layer_met1.png
Supply wires on this layer in gray.
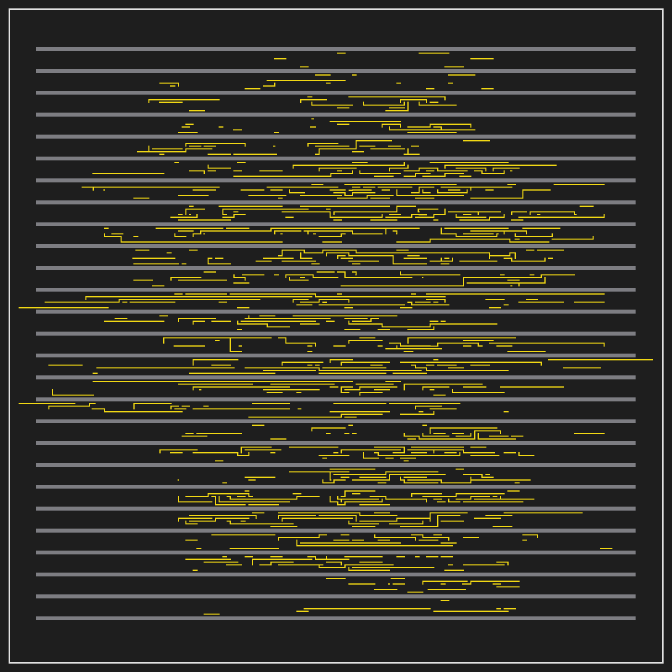
placement.png
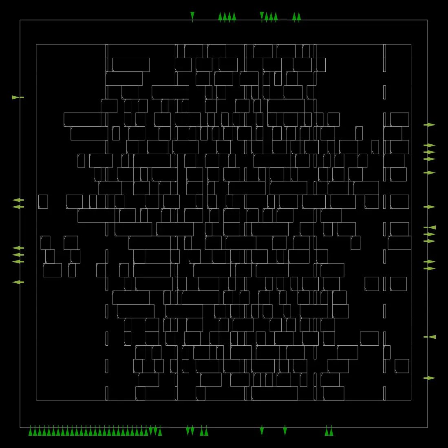
==> config.mk <==
export PLATFORM = sky130hd
export DESIGN_NAME = control_sequencer
export DESIGN_NICKNAME = d
export VERILOG_FILES = /design/src/rtl/control_sequencer.sv
export SDC_FILE = /design/constraint.sdc
export NUM_CORES = 1
export LEC_CHECK = 0
export CAP_MARGIN = 20
export CELL_PAD_IN_SITES_DETAIL_PLACEMENT = 1
export CELL_PAD_IN_SITES_GLOBAL_PLACEMENT = 1
export CORE_MARGIN = 3
export CORE_UTILIZATION = 30
export DETAILED_ROUTE_END_ITERATION = 16
export GPL_ROUTABILITY_DRIVEN = 0
export GPL_TIMING_DRIVEN = 0
export PLACE_DENSITY = 0.86
export SLEW_MARGIN = 20
export SYNTH_ARGS = -nofsm -noshare
export SYNTH_HDL_FRONTEND = slang
export SYNTH_SLANG_ARGS = --single-unit
==> constraint.sdc <==
create_clock -name clk -period 6.1 [get_ports clk]
set_input_delay 1.83 -clock clk [delete_from_list [all_inputs] [get_ports clk]]
set_output_delay 1.83 -clock clk [all_outputs]
set_load 0.03 [all_outputs]
==> impl_metrics.json <==
{
  "drt.antenna.violating_nets": 0,
  "synthFlopType": "dfxtp_1",
  "ys_top_cells_by_area": "dfxtp_1, nor2_1, a21oi_1",
  "maxSlewViolCount": 0,
  "power.density_nw_per_um2": 157.0,
  "cts_root_buffer": "clkbuf_8",
  "p_leak_nw": 0.9099,
  "die_h_microns": 81.01,
  "via_per_inst": 5.352,
  "antenna_cells": 0,
  "outcome": "finished clean",
  "power.total_w": 0.0003506,
  "synth_seq_share_pct": 23.72,
  "reg2reg_depth": 7,
  "avgRoutedWirePerCell_microns": 15.22,
  "hold_depth": 1,
  "io_pins": 68,
  "synth_area_per_cell_sq_um": 7.603,
  "hold_viol": 0,
  "fin_tns_setup_ps": 0,
  "critPathArrivalTime_ps": 4210,
  "finalNetCount": 309,
  "fp_util_pct": 32.03,
  "grt_overflow": 0,
  "first_pass_iters": 4,
  "comb_area_sq_um": 1181,
  "warnings": 57,
  "die_w_microns": 81.01,
  "ys_ff": 20,
  "edf_count": 0,
  "drt_iter0_drc": 100,
  "area_growth_pct": 32.32,
  "setup_viol": 0,
  "place_inst": 330,
  "rsz0062_at_grt": "false",
  "period_used_pct": 98.94,
  "grt_max_degree": 11,
  "synth_cells": 222,
  "cts.sinks": 20,
  "holdWs_ps": 474.7,
  "hold_buffers": 0,
  "top_area_share_pct": 23.72,
  "period_needed_ps": 6035,
  "ys_chip_area_sq_um": 1688,
  "max-cap-violations": 0,
  "top_area_cell": "dfxtp_1",
  "synth_area_sq_um": 1688,
  "grt_first_pass_wirelength_mm": 8.349,
  "synthArstFlopShare_pct": 0,
  "antenna_found_initial": 0,
  "port_buffers": 38,
  "largest_reg_flops": 8,
  "drive_above_1_share_pct": 20.38,
  "synth_top_cell_by_count": "nor2_1",
  "worstSetupPathType": "in -> out",
  "chip_area_sq_um": 6563,
  "ys_warn_count": 0,
  "regToRegSetupSlack_ps": 4020,
  "drcViolationCount": 0,
  "cts_buffers": 3,
  "dp_hpwl_mm": 3.904,
  "clkLatencyLatePin_ps": 260,
  "ys_types": 65,
  "cts_htree_levels": 1,
  "clock_path_buffers": 2,
  "endpoint_kind": "primary output"
}
## Picture notes: layer_met1.png
The layer holds 48% of the routed length. The wires run mostly horizontal.
met1 Usage GRT: 21.90%
Routed WL: 5.100 mm
via count: 1793

## Picture notes: placement.png
utilization after layout: 42.38%
tap cells: 70
Final Instance Count excl. Fillers: 335
core area: 5270 sq um

cells in the final DEF, fill, tap and decap left out, types with 3 or more instances in the layout:
cell             instances
xor2_1                   5
nand4_1                  3
dlygate4sd2_1            4
buf_6                    3
clkdlybuf4s50_1         20
nand2b_1                 3
a21oi_2                  3
nand2_1                 13
o31ai_1                  3
buf_4                    6
or3_1                    5
nand3b_1                 3
dfxtp_1                 20
nor2_1                  34
nand3_1                  8
inv_1                   12
nor3_1                  12
clkbuf_8                 5
clkbuf_2                 4
a21oi_1                 14
ha_1                     5
buf_2                    7
clkdlybuf4s15_2          3
a21o_1                   4
xnor2_1                  5
clkbuf_1                 4
logic make-up after synthesis:
family / count (synthesis) / share of synthesized area [%]
AND/OR/NAND/NOR: 102 / 31.73
other: 1 / 0.2222
multiplexers: 1 / 0.8152
flip-flops: 20 / 23.72
AND-OR/OR-AND: 53 / 23.87
buffers and inverters: 29 / 10.01
adder cells (fa/ha/maj): 6 / 4.448
XOR/XNOR: 10 / 5.189
per-stage QoR:
| step | cell area [sq um] | worst slack, ps |
|---|---|---|
| floorplan | 1688 | 321.7 |
| global placement | 2156 | -727.1 |
| detailed placement | 2156 | -765.8 |
| CTS | 2228 | 4.301 |
| global route | 2233 | 5.097 |
| finish | 2233 | 64.91 |
final cells by class:
type                    instances  share of cell area (%)
repair buffers                 40                   15.85
inverters                      14                   2.353
flip-flops and latches         20                   17.93
multi-input cells             173                   52.89
well taps                      70                   3.922
clock buffers                   3                   1.849
plain buffers                  15                   5.210
power by group:
| group | switching (W) | internal [W] | total, W |
|---|---|---|---|
| clock network | 0.0000435 | 0.0000440 | 0.0000875 |
| logic | 0.0000763 | 0.0000505 | 0.000127 |
| registers | 0.00000279 | 0.000134 | 0.000136 |
what timing repair did:
action,CTS,global route
pin swaps,1,1
setup endpoints to repair,16,15
gates resized,56,18
buffers inserted,2,0
endpoints found under the hold margin,0,0
worst max-delay path, cell delays in order:
cell and delay, ps:
clkdlybuf4s50_1 440, buf_6 160, or3b_1 390, a21o_1 220, a211o_4 370, nand2_4 110, a21oi_1 90, o211a_1 250
dlygate4sd2_1 350
layer usage:
layer  routed length, microns  track usage, %  vias to the layer above  share of wire (%)
li1                         -               -                      879                  -
met1                     2466           21.90                      869                 48
met2                     2368           26.68                       41                 46
met3                      242           2.217                        4                4.7
met4                       23           1.014                        0               0.45
met5                        0               0                        -                  0
Power figures rest on the tool's default switching activity, not on a simulated workload.
